run_1/congestion.png
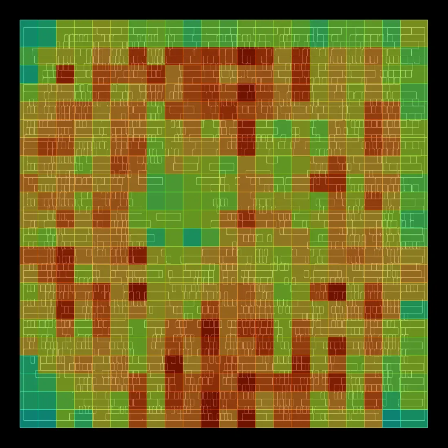
run_1/power_grid.png
Bar = 50 um. Pins as bars on the die edge.
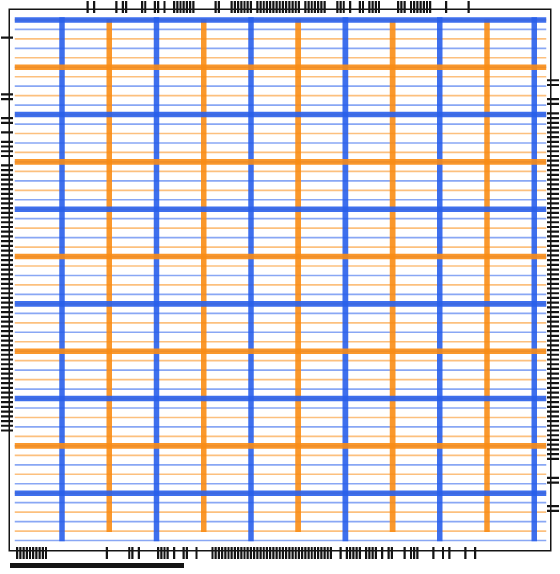
run_1/wires.png
Bar = 50 um.
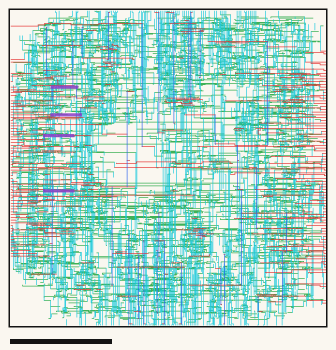
[src/rtl/legv8_alu_issue_if.sv]
// Handshake bundle between decode/register-file (master) and the ALU issue stage (slave).
// The upstream valid/ready pair and the downstream valid/ready pair share one interface.
interface legv8_alu_issue_if #(
  parameter int DATA_W  = 64,
  parameter int INSTR_W = 32
);
  logic               in_valid;
  logic               in_ready;
  logic [INSTR_W-1:0] instr;
  logic [DATA_W-1:0]  rd_data_1;
  logic [DATA_W-1:0]  rd_data_2;
  logic               flush;
  logic               out_valid;
  logic               out_ready;
  logic [3:0]         ALU_ctrl;
  logic [DATA_W-1:0]  src_1;
  logic [DATA_W-1:0]  src_2;
  logic               illegal;

  modport slave (
    input  in_valid,
    input  instr,
    input  rd_data_1,
    input  rd_data_2,
    input  flush,
    input  out_ready,
    output in_ready,
    output out_valid,
    output ALU_ctrl,
    output src_1,
    output src_2,
    output illegal
  );

  modport master (
    output in_valid,
    output instr,
    output rd_data_1,
    output rd_data_2,
    output flush,
    output out_ready,
    input  in_ready,
    input  out_valid,
    input  ALU_ctrl,
    input  src_1,
    input  src_2,
    input  illegal
  );
endinterface

[src/rtl/legv8_alu_issue.sv]
// LEGv8 ID/EX issue stage: opcode decode to ALU control, operand select/extend,
// and a 2-entry (output + skid) register stage so in_ready is a pure flop output.
module legv8_alu_issue #(
  parameter int DATA_W  = 64,
  parameter int INSTR_W = 32
) (
  input  logic                  clk,
  input  logic                  rst_n,
  legv8_alu_issue_if.slave      bus
);

  localparam logic [10:0] OP_ADD  = 11'b10001011000;
  localparam logic [10:0] OP_SUB  = 11'b11001011000;
  localparam logic [10:0] OP_AND  = 11'b10001010000;
  localparam logic [10:0] OP_ORR  = 11'b10101010000;
  localparam logic [10:0] OP_LDUR = 11'b11111000010;
  localparam logic [10:0] OP_STUR = 11'b11111000000;
  localparam logic [9:0]  OP_ADDI = 10'b1001000100;
  localparam logic [9:0]  OP_SUBI = 10'b1101000100;
  localparam logic [9:0]  OP_ANDI = 10'b1001001000;
  localparam logic [9:0]  OP_ORRI = 10'b1011001000;
  localparam logic [7:0]  OP_CBZ  = 8'b10110100;

  localparam logic [3:0] ALU_AND  = 4'b0000;
  localparam logic [3:0] ALU_OR   = 4'b0001;
  localparam logic [3:0] ALU_ADD  = 4'b0010;
  localparam logic [3:0] ALU_SUB  = 4'b0110;
  localparam logic [3:0] ALU_PASS = 4'b0111;

  logic [INSTR_W-1:0] instr_s;
  logic [DATA_W-1:0]  rd1_s;
  logic [DATA_W-1:0]  rd2_s;
  logic [DATA_W-1:0]  imm_i_s;
  logic [DATA_W-1:0]  imm_d_s;
  logic               unused_instr_s;

  logic [3:0]         dec_ctrl_s;
  logic [DATA_W-1:0]  dec_src1_s;
  logic [DATA_W-1:0]  dec_src2_s;
  logic               dec_illegal_s;

  logic               accept_s;
  logic               drain_s;

  logic               out_valid_q,   out_valid_d;
  logic [3:0]         out_ctrl_q,    out_ctrl_d;
  logic [DATA_W-1:0]  out_src1_q,    out_src1_d;
  logic [DATA_W-1:0]  out_src2_q,    out_src2_d;
  logic               out_illegal_q, out_illegal_d;

  logic               skid_valid_q,   skid_valid_d;
  logic [3:0]         skid_ctrl_q,    skid_ctrl_d;
  logic [DATA_W-1:0]  skid_src1_q,    skid_src1_d;
  logic [DATA_W-1:0]  skid_src2_q,    skid_src2_d;
  logic               skid_illegal_q, skid_illegal_d;

  logic               in_ready_q,    in_ready_d;

  assign instr_s = bus.instr;
  assign rd1_s   = bus.rd_data_1;
  assign rd2_s   = bus.rd_data_2;
  // Register-number fields are resolved upstream by the register file.
  assign unused_instr_s = ^instr_s[9:0];

  assign imm_i_s = {{(DATA_W-12){1'b0}}, instr_s[21:10]};
  assign imm_d_s = {{(DATA_W-9){instr_s[20]}}, instr_s[20:12]};

  // Opcode decode: 11-bit R/D match wins, then 10-bit I, then 8-bit CB.
  always_comb begin
    dec_ctrl_s    = ALU_AND;
    dec_src1_s    = {DATA_W{1'b0}};
    dec_src2_s    = {DATA_W{1'b0}};
    dec_illegal_s = 1'b0;
    case (instr_s[31:21])
      OP_ADD, OP_SUB, OP_AND, OP_ORR: begin
        case (instr_s[31:21])
          OP_ADD:  dec_ctrl_s = ALU_ADD;
          OP_SUB:  dec_ctrl_s = ALU_SUB;
          OP_ORR:  dec_ctrl_s = ALU_OR;
          default: dec_ctrl_s = ALU_AND;
        endcase
        dec_src1_s = rd1_s;
        dec_src2_s = rd2_s;
      end
      OP_LDUR, OP_STUR: begin
        dec_ctrl_s = ALU_ADD;
        dec_src1_s = rd1_s;
        dec_src2_s = imm_d_s;
      end
      default: begin
        case (instr_s[31:22])
          OP_ADDI: begin
            dec_ctrl_s = ALU_ADD;
            dec_src1_s = rd1_s;
            dec_src2_s = imm_i_s;
          end
          OP_SUBI: begin
            dec_ctrl_s = ALU_SUB;
            dec_src1_s = rd1_s;
            dec_src2_s = imm_i_s;
          end
          OP_ANDI: begin
            dec_ctrl_s = ALU_AND;
            dec_src1_s = rd1_s;
            dec_src2_s = imm_i_s;
          end
          OP_ORRI: begin
            dec_ctrl_s = ALU_OR;
            dec_src1_s = rd1_s;
            dec_src2_s = imm_i_s;
          end
          default: begin
            if (instr_s[31:24] == OP_CBZ) begin
              dec_ctrl_s = ALU_PASS;
              dec_src1_s = rd1_s;
              dec_src2_s = rd2_s;
            end else begin
              dec_illegal_s = 1'b1;
            end
          end
        endcase
      end
    endcase
  end

  assign accept_s = bus.in_valid & in_ready_q;
  assign drain_s  = out_valid_q & bus.out_ready;

  // Next-state for output and skid slots; flush kills both and reopens the input.
  always_comb begin
    out_valid_d    = out_valid_q;
    out_ctrl_d     = out_ctrl_q;
    out_src1_d     = out_src1_q;
    out_src2_d     = out_src2_q;
    out_illegal_d  = out_illegal_q;
    skid_valid_d   = skid_valid_q;
    skid_ctrl_d    = skid_ctrl_q;
    skid_src1_d    = skid_src1_q;
    skid_src2_d    = skid_src2_q;
    skid_illegal_d = skid_illegal_q;
    if (bus.flush) begin
      out_valid_d  = 1'b0;
      skid_valid_d = 1'b0;
    end else if (!out_valid_q || drain_s) begin
      if (skid_valid_q) begin
        // in_ready was low, so nothing new can be accepted while the skid empties.
        out_valid_d   = 1'b1;
        out_ctrl_d    = skid_ctrl_q;
        out_src1_d    = skid_src1_q;
        out_src2_d    = skid_src2_q;
        out_illegal_d = skid_illegal_q;
        skid_valid_d  = 1'b0;
      end else if (accept_s) begin
        out_valid_d   = 1'b1;
        out_ctrl_d    = dec_ctrl_s;
        out_src1_d    = dec_src1_s;
        out_src2_d    = dec_src2_s;
        out_illegal_d = dec_illegal_s;
      end else begin
        out_valid_d = 1'b0;
      end
    end else if (accept_s) begin
      skid_valid_d   = 1'b1;
      skid_ctrl_d    = dec_ctrl_s;
      skid_src1_d    = dec_src1_s;
      skid_src2_d    = dec_src2_s;
      skid_illegal_d = dec_illegal_s;
    end else begin
      skid_valid_d = skid_valid_q;
    end
    in_ready_d = !skid_valid_d;
  end

  // State registers; reset drops any in-flight entry.
  always_ff @(posedge clk or negedge rst_n) begin
    if (!rst_n) begin
      out_valid_q    <= 1'b0;
      out_ctrl_q     <= 4'b0000;
      out_src1_q     <= {DATA_W{1'b0}};
      out_src2_q     <= {DATA_W{1'b0}};
      out_illegal_q  <= 1'b0;
      skid_valid_q   <= 1'b0;
      skid_ctrl_q    <= 4'b0000;
      skid_src1_q    <= {DATA_W{1'b0}};
      skid_src2_q    <= {DATA_W{1'b0}};
      skid_illegal_q <= 1'b0;
      in_ready_q     <= 1'b1;
    end else begin
      out_valid_q    <= out_valid_d;
      out_ctrl_q     <= out_ctrl_d;
      out_src1_q     <= out_src1_d;
      out_src2_q     <= out_src2_d;
      out_illegal_q  <= out_illegal_d;
      skid_valid_q   <= skid_valid_d;
      skid_ctrl_q    <= skid_ctrl_d;
      skid_src1_q    <= skid_src1_d;
      skid_src2_q    <= skid_src2_d;
      skid_illegal_q <= skid_illegal_d;
      in_ready_q     <= in_ready_d;
    end
  end

  assign bus.in_ready  = in_ready_q;
  assign bus.out_valid = out_valid_q;
  assign bus.ALU_ctrl  = out_ctrl_q;
  assign bus.src_1     = out_src1_q;
  assign bus.src_2     = out_src2_q;
  assign bus.illegal   = out_illegal_q;

endmodule

[src/flat_wrapper.sv]
// flat-port wrapper written by rule: the top's interface ports become plain ports
module legv8_alu_issue_flat 
#(
  parameter int DATA_W  = 64,
  parameter int INSTR_W = 32
)
  (clk, rst_n, bus_in_valid, bus_instr, bus_rd_data_1, bus_rd_data_2, bus_flush, bus_out_ready, bus_in_ready, bus_out_valid, bus_ALU_ctrl, bus_src_1, bus_src_2, bus_illegal);
  legv8_alu_issue_if #(.DATA_W(DATA_W), .INSTR_W(INSTR_W)) bus_i ();
  input  logic clk;
  input  logic rst_n;
  input wire logic [$bits(bus_i.in_valid)-1:0] bus_in_valid;
  input wire logic [$bits(bus_i.instr)-1:0] bus_instr;
  input wire logic [$bits(bus_i.rd_data_1)-1:0] bus_rd_data_1;
  input wire logic [$bits(bus_i.rd_data_2)-1:0] bus_rd_data_2;
  input wire logic [$bits(bus_i.flush)-1:0] bus_flush;
  input wire logic [$bits(bus_i.out_ready)-1:0] bus_out_ready;
  output wire logic [$bits(bus_i.in_ready)-1:0] bus_in_ready;
  output wire logic [$bits(bus_i.out_valid)-1:0] bus_out_valid;
  output wire logic [$bits(bus_i.ALU_ctrl)-1:0] bus_ALU_ctrl;
  output wire logic [$bits(bus_i.src_1)-1:0] bus_src_1;
  output wire logic [$bits(bus_i.src_2)-1:0] bus_src_2;
  output wire logic [$bits(bus_i.illegal)-1:0] bus_illegal;
  assign bus_i.in_valid = bus_in_valid;
  assign bus_i.instr = bus_instr;
  assign bus_i.rd_data_1 = bus_rd_data_1;
  assign bus_i.rd_data_2 = bus_rd_data_2;
  assign bus_i.flush = bus_flush;
  assign bus_i.out_ready = bus_out_ready;
  assign bus_in_ready = bus_i.in_ready;
  assign bus_out_valid = bus_i.out_valid;
  assign bus_ALU_ctrl = bus_i.ALU_ctrl;
  assign bus_src_1 = bus_i.src_1;
  assign bus_src_2 = bus_i.src_2;
  assign bus_illegal = bus_i.illegal;
  legv8_alu_issue #(.DATA_W(DATA_W), .INSTR_W(INSTR_W)) u_core (.clk(clk), .rst_n(rst_n), .bus(bus_i));
endmodule
[config.mk]
export PLATFORM = sky130hd
export DESIGN_NAME = legv8_alu_issue_flat
export DESIGN_NICKNAME = d
export VERILOG_FILES = /design/src/rtl/legv8_alu_issue_if.sv /design/src/rtl/legv8_alu_issue.sv /design/src/flat_wrapper.sv
export SDC_FILE = /design/constraint.sdc
export NUM_CORES = 1
export LEC_CHECK = 0
export ABC_AREA = 1
export ABC_CLOCK_PERIOD_IN_PS = 4900
export CORE_UTILIZATION = 55
export CTS_CLUSTER_SIZE = 40
export DETAILED_ROUTE_END_ITERATION = 10
export DONT_BUFFER_PORTS = 1
export GPL_TIMING_DRIVEN = 0
export PLACE_DENSITY_LB_ADDON = 0.3
export SLEW_MARGIN = 10
export SYNTH_ARGS = -nofsm -noshare
export SYNTH_HDL_FRONTEND = slang
export SYNTH_SLANG_ARGS = --single-unit
[constraint.sdc]
create_clock -name clk -period 4.9 [get_ports clk]
set_input_delay 0.49 -clock clk [delete_from_list [all_inputs] [get_ports clk]]
set_output_delay 0.49 -clock clk [all_outputs]
set_load 0.05 [all_outputs]
==> results.py, run 1 <==
# Auto-generated metrics
metrics = {
    "clock_network": {
        "htreeDepth": 1,
        "root_buffer": "clkbuf_16",
        "numCtsBuffers": 29,
        "cts_num_sinks": 267,
        "ctsResizeCount": 0,
        "clkLatencyLatePin_ns": 0.54,
        "clkSlewWorstSetupHoldPaths_ns": 0.06,
        "cts_tree": "yes",
        "ctsLongestPathBuffers": 3,
    },
    "placement": {
        "placedCellCount": 1974,
        "dpl-instance-area_mm2": 0.01330,
        "gp_congestion": 0.8946,
    },
    "timing": {
        "max_clock_freq_mhz": 364.5,
        "relSlewSlack_pct": 36.37,
        "setup_violations": 0,
        "fin_crit_ns": 2.744,
        "fin_ws_ns": 2.156,
        "slew_violations": 0,
        "tightest_slew_ns": 0.9544,
        "hold_ws_ns": -0.3521,
        "rsz0062_at_grt": "no",
        "hold_viol_final": 267,
        "finalClockPeriodUsage_pct": 56.00,
    },
    "worst_setup_path": {
        "r2r-start": "u_core.bus.out_valid$_DFFE_PN0N_",
        "cp.required_ns": 5.37,
        "r2r_end": "u_core.bus.src_2[62]$_DFFE_PN0P_",
        "startpoint": "u_core.bus.out_valid$_DFFE_PN0N_",
        "path_buffers": 2,
        "reg2reg_depth": 6,
        "crit_arrival_ns": 3.21,
        "critPathLaunchType": "flop",
        "crit_type": "flop to flop",
        "max_stage_delay_ns": 0.74,
        "crit_cells": 6,
    },
    "grt": {
        "first_global_vias": 11390,
        "antenna_found_initial": 6,
        "grt_max_degree": 268,
        "overflow": 0,
        "grt_busiest_layer": "met2",
    },
    "die": {
        "dieArea_mm2": 0.02408,
        "io_pins": 300,
        "core_mm2": 0.02285,
        "initial_utilization_pct": 56.48,
        "tap_cells": 313,
    },
    "power_and_ir_drop": {
        "seq-power_w": 0.00291,
        "p_clk_w": 0.00221,
        "largestPowerGroup": "sequential cells",
        "comb_power_share_pct": 8.5,
        "power.density_mw_per_mm2": 392.7,
        "ir_drop_mv": 0.2215,
        "p_sw_w": 0.001641,
        "switching_share_pct": 29.30,
        "p_int_w": 0.003959,
        "p_seq_share_pct": 52.0,
    },
    "layout": {
        "lay_top_count": "nand2_1",
        "logic_gate_count": 1228,
        "seq_share_pct": 46.87,
        "fill_cells": 2037,
        "inverters": 45,
        "register_area_mm2": 0.006683,
        "logic_area_mm2": 0.005494,
        "final_cells": 2028,
        "final_core_util_pct": 62.41,
        "design.seq.count": 267,
        "area_growth_syn_to_layout_pct": 10.50,
        "dominant_cells": "flip-flops and latches",
        "clk_share_pct": 6.739,
    },
    "run_status": {
        "status": "finished with violations",
        "violations": "negative hold slack",
    },
    "synth": {
        "most_common_cell": "nand2_1",
        "syn_area_mm2": 0.01290,
        "syn_nets": 1826,
        "top_area_share_pct": 51.59,
        "muxShareOfSynthArea_pct": 0.07757,
        "ys_cells": 1661,
        "synthCells": 1661,
        "top_logic_kind": "simple AND/OR/NAND/NOR gates",
        "numSynthFlops": 267,
        "yosys.area.top_type": "dfrtp_1",
        "common_cells": "477 x nand2_1, 266 x dfrtp_1, 266 x nor2_1, 166 x nand3_1, 88 x o21ai_0",
        "syn_avg_cell_area_um2": 7.769,
        "ys_seq_share_pct": 51.79,
        "synth-edff-count": 0,
        "aoi_share_pct": 11.04,
        "topCellsByArea": "dfrtp_1 52%, nand2_1 14%, nor2_1 7.7%, nand3_1 6.4%, o21ai_0 3.4%",
    },
    "route": {
        "top_layer_used": "met5",
        "dr.pass1.iters": 7,
        "m1WireLength_um": 15010,
        "wl_met2_um": 17500,
        "route.detailed.drc": 0,
    },
    "hold_path": {
        "hp-class": "input pin to async pin",
    },
    "job": {
        "warning_count": 41,
    },
}
Notes on congestion.png above:
gr usage total: 30.73%
met1 GRT Util: 39.46%
met2 global-route usage: 50.84%
met3 Usage GRT: 8.579%
Avg WL per Cell: 18.28 um

Notes on power_grid.png above:
VDD -> orange
VSS -> blue
signal pins = 300
rows = 55
met5 straps = 11
met1 rails = 56
met4 straps = 11

Notes on wires.png above:
metal 5 -> purple  # wire length 53.4 um
metal 1 -> green  # wire length 15000 um
metal 3 -> red  # wire length 3480 um
metal 2 -> cyan  # wire length 17500 um
metal 4 -> blue  # wire length 1040 um
DR vias: 11570
WL final: 37080 um

run_1/clk_routes.png
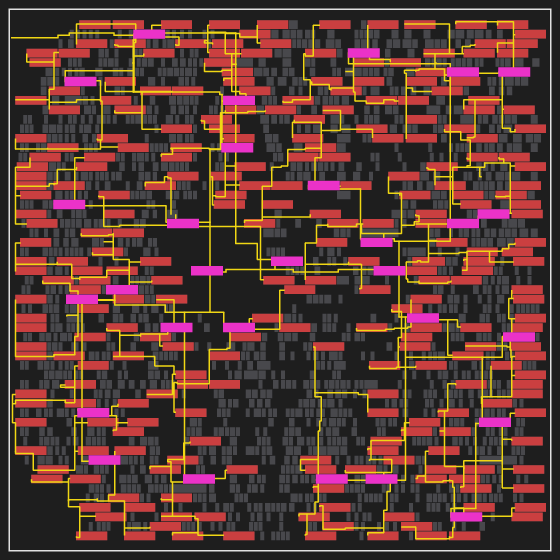

==> inputs of run 2 (changes only) <==
- ABC_CLOCK_PERIOD_IN_PS: 4900 -> 2700
- clock period: 4.9 -> 2.7 ns (I/O delays scaled with it)
run_2/clk_routes.png
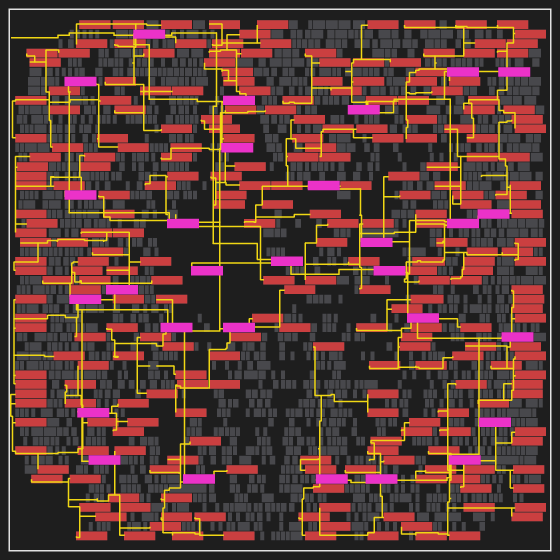
clock wires -> yellow  # length 3350 um
flip-flops -> red  # count 267
clock drivers -> magenta  # count 29
flops lie = widely spread
routed clock nets = 30
clk pwr: 0.00402 W
Latency at later pin: 0.54 ns

==> results.py, run 2 <==
# Auto-generated metrics
metrics = {
    "timing": {
        "finalClockPeriodUsage_pct": 91.52,
        "hold_viol_final": 267,
        "rsz0062_at_grt": "no",
        "hold_ws_ns": -0.5683,
        "max_clock_freq_mhz": 404.7,
        "fin_ws_ns": 0.2289,
        "setup_violations": 0,
        "tightest_slew_ns": 0.8430,
    },
    "die": {
        "tap_cells": 313,
        "io_pins": 300,
        "core_mm2": 0.02285,
        "dieArea_mm2": 0.02408,
    },
    "layout": {
        "area_growth_syn_to_layout_pct": 20.24,
        "logic_gate_count": 1228,
        "logic_area_mm2": 0.005494,
        "fill_cells": 1840,
        "clk_share_pct": 6.194,
    },
    "clock_network": {
        "ctsLongestPathBuffers": 3,
        "ctsResizeCount": 1,
        "cts_tree": "yes",
        "numCtsBuffers": 29,
        "clkSlewWorstSetupHoldPaths_ns": 0.06,
    },
    "run_status": {
        "status": "finished with violations",
        "violations": "negative hold slack",
    },
    "grt": {
        "grt_util_met2_pct": 56.35,
        "grt_busiest_layer": "met2",
        "antenna_found_initial": 1,
        "first_global_vias": 12380,
        "global_route.usage.met3_pct": 7.493,
        "grt_max_degree": 268,
        "grt_use_total_pct": 32.74,
    },
    "synth": {
        "syn_area_mm2": 0.01290,
        "common_cells": "477 x nand2_1, 266 x dfrtp_1, 266 x nor2_1, 166 x nand3_1, 88 x o21ai_0",
        "muxShareOfSynthArea_pct": 0.07757,
        "synth-edff-count": 0,
        "syn_nets": 1826,
        "topCellsByArea": "dfrtp_1 52%, nand2_1 14%, nor2_1 7.7%, nand3_1 6.4%, o21ai_0 3.4%",
        "syn_avg_cell_area_um2": 7.769,
        "top_logic_kind": "simple AND/OR/NAND/NOR gates",
        "top_area_share_pct": 51.59,
        "numSynthFlops": 267,
        "yosys.area.top_type": "dfrtp_1",
        "aoi_share_pct": 11.04,
        "ys_cells": 1661,
        "synthCells": 1661,
    },
    "worst_setup_path": {
        "path_buffers": 4,
        "max_stage_delay_ns": 0.53,
        "cp.required_ns": 3.15,
        "r2r-start": "u_core.bus.out_valid$_DFFE_PN0N_",
        "crit_type": "flop to flop",
        "reg2reg_depth": 8,
        "startpoint": "u_core.bus.out_valid$_DFFE_PN0N_",
        "crit_arrival_ns": 2.92,
        "r2r_end": "u_core.skid_src2_q[46]$_DFFE_PN0P_",
    },
    "route": {
        "vias": 12280,
        "m1WireLength_um": 15970,
        "drt_wl_total_um": 39700,
        "wl_per_cell_um": 18.44,
        "top_layer_used": "met4",
        "wl_met2_um": 19320,
        "route.detailed.drc": 0,
    },
    "power_and_ir_drop": {
        "p_sw_w": 0.003051,
        "p_int_w": 0.007307,
        "p_seq_share_pct": 51.1,
        "seq-power_w": 0.00530,
    },
    "placement": {
        "gp_congestion": 0.8946,
    },
}
run_2/placement_by_type.png
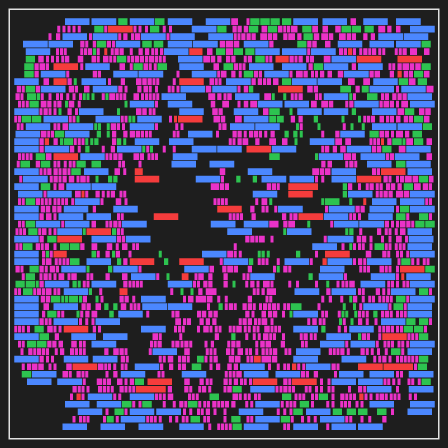
sequential cells -> blue  # cells 267, share of their area 44%
combinational and other logic -> magenta  # cells 1273, share of their area 37%
remaining buffers and delay cells -> green  # cells 246, share of their area 12%
clock drivers and dummy loads -> red  # cells 53, share of their area 6.4%
fin area: 0.01551 mm^2
sequential cell area share: 43.08%

run_2/wires.png
Bar = 50 um.
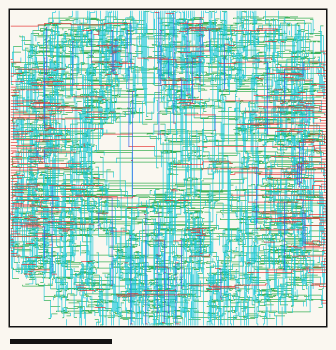

==> inputs of run 3 (changes only) <==
- GPL_TIMING_DRIVEN: 0 -> 1
run_3/wires.png
Bar = 50 um.
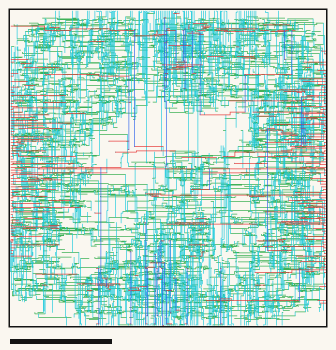
DR vias: 11420
gr usage total: 28.30%
WL final: 34320 um
Avg WL per Cell: 16.79 um

run_3/congestion.png
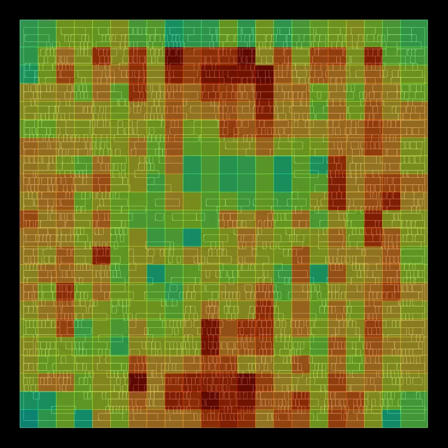
met3 Usage GRT: 6.825%
met1 GRT Util: 37.83%

==> results.py, run 3 <==
# Auto-generated metrics
metrics = {
    "power_and_ir_drop": {
        "switching_share_pct": 28.74,
        "p_total_w": 0.01027,
        "p_int_w": 0.007317,
        "largestPowerGroup": "sequential cells",
        "p_clk_w": 0.00399,
        "p_leak_nw": 8.010,
        "power.density_mw_per_mm2": 676.0,
        "seq-power_w": 0.00528,
        "ir_drop_mv": 0.5491,
        "p_sw_w": 0.002950,
        "comb_power_w": 0.000997,
        "comb_power_share_pct": 9.7,
        "p_seq_share_pct": 51.4,
    },
    "synth": {
        "numSynthFlops": 267,
        "synthCells": 1661,
        "common_cells": "477 x nand2_1, 266 x dfrtp_1, 266 x nor2_1, 166 x nand3_1, 88 x o21ai_0",
        "ff_type": "dfrtp_1",
        "muxShareOfSynthArea_pct": 0.07757,
        "syn_avg_cell_area_um2": 7.769,
        "yosys.area.top_type": "dfrtp_1",
        "topCellsByArea": "dfrtp_1 52%, nand2_1 14%, nor2_1 7.7%, nand3_1 6.4%, o21ai_0 3.4%",
        "synthSimpleGateAreaFrac_pct": 31.43,
        "synth-edff-count": 0,
        "top_logic_kind": "simple AND/OR/NAND/NOR gates",
        "ys_seq_share_pct": 51.79,
        "synthArstFlopShare_pct": 100.0,
        "syn_area_mm2": 0.01290,
        "synthXorXnorAreaFrac_pct": 0,
        "ys_cells": 1661,
        "top_area_share_pct": 51.59,
        "aoi_share_pct": 11.04,
        "syn_nets": 1826,
        "most_common_cell": "nand2_1",
    },
    "clock_network": {
        "clkSlewWorstSetupHoldPaths_ns": 0.06,
        "ctsResizeCount": 0,
        "htreeDepth": 1,
        "cts_tree": "yes",
        "clkLatencyLatePin_ns": 0.54,
        "post_cts_buffers": 0,
        "cts_hold_buf": 124,
        "cts_num_sinks": 267,
        "root_buffer": "clkbuf_16",
        "numCtsBuffers": 29,
        "ctsLongestPathBuffers": 3,
    },
    "layout": {
        "fill_cells": 1841,
        "final_core_util_pct": 66.48,
        "dominant_cells": "flip-flops and latches",
        "lay_top_count": "nand2_1",
        "num_antenna_cells": 0,
        "n_all_buffers": 142,
        "seq_share_pct": 44.01,
        "area_growth_syn_to_layout_pct": 17.71,
        "fin_area_mm2": 0.01519,
        "clk_share_pct": 6.228,
        "nets": 1878,
        "logic_gate_count": 1228,
        "register_area_mm2": 0.006684,
        "final_cells": 2044,
        "design.seq.count": 267,
        "clock_buffers": 42,
        "mostFrequentLayoutCells": "476 x nand2_1, 266 x nor2_1, 265 x dfrtp_1",
        "inverters": 45,
        "logic_area_mm2": 0.005514,
    },
    "route": {
        "ant_nets": 0,
        "m1WireLength_um": 14490,
        "wl_met3_um": 2799,
        "first_iter_violations": 1040,
        "dr.pass1.iters": 5,
        "top_layer_used": "met4",
        "wl_met2_um": 16080,
        "route.detailed.drc": 0,
    },
    "timing": {
        "fin_crit_ns": 2.211,
        "max_clock_freq_mhz": 452.4,
        "relSlewSlack_pct": 29.88,
        "rsz0062_at_grt": "no",
        "hold_viol_final": 267,
        "tightest_slew_ns": 1.052,
        "hold_ws_ns": -0.5850,
        "fin_setup_tns_ns": 0,
        "setup_violations": 0,
        "fin_ws_ns": 0.4894,
        "finalClockPeriodUsage_pct": 81.87,
        "slew_violations": 0,
    },
    "worst_setup_path": {
        "r2r-start": "u_core.bus.in_ready$_DFF_PN1_",
        "max_stage_delay_ns": 0.74,
        "path_buffers": 2,
        "crit_arrival_ns": 2.66,
        "startpoint": "u_core.bus.in_ready$_DFF_PN1_",
        "crit_type": "flop to flop",
        "r2r_end": "u_core.bus.src_1[15]$_DFFE_PN0P_",
        "critPathLaunchType": "flop",
        "path_cells": "a21oi_1, nor2_1, nand2_4, inv_1, buf_12, or2_2, a21boi_1",
        "reg2reg_depth": 7,
        "cp-endpoint": "u_core.bus.src_1[15]$_DFFE_PN0P_",
        "cp.required_ns": 3.15,
        "crit_cells": 7,
    },
    "placement": {
        "placedCellCount": 1871,
        "dpl-instance-area_mm2": 0.01300,
        "gp_congestion": 0.8789,
        "place_worst_setup_slack_ns": 0.5402,
    },
    "grt": {
        "grt_util_met2_pct": 45.47,
        "first_global_vias": 11090,
        "grt_busiest_layer": "met2",
        "grt_max_degree": 268,
        "antenna_found_initial": 0,
        "overflow": 0,
    },
    "run_status": {
        "violations": "negative hold slack",
        "status": "finished with violations",
    },
    "die": {
        "core_mm2": 0.02285,
        "dieArea_mm2": 0.02408,
        "initial_utilization_pct": 56.48,
        "io_pins": 300,
        "tap_cells": 313,
    },
    "job": {
        "warning_count": 46,
        "drv_cap": 0,
    },
    "hold_path": {
        "hp-class": "input pin to async pin",
    },
}
Power and IR drop assume default switching activity.
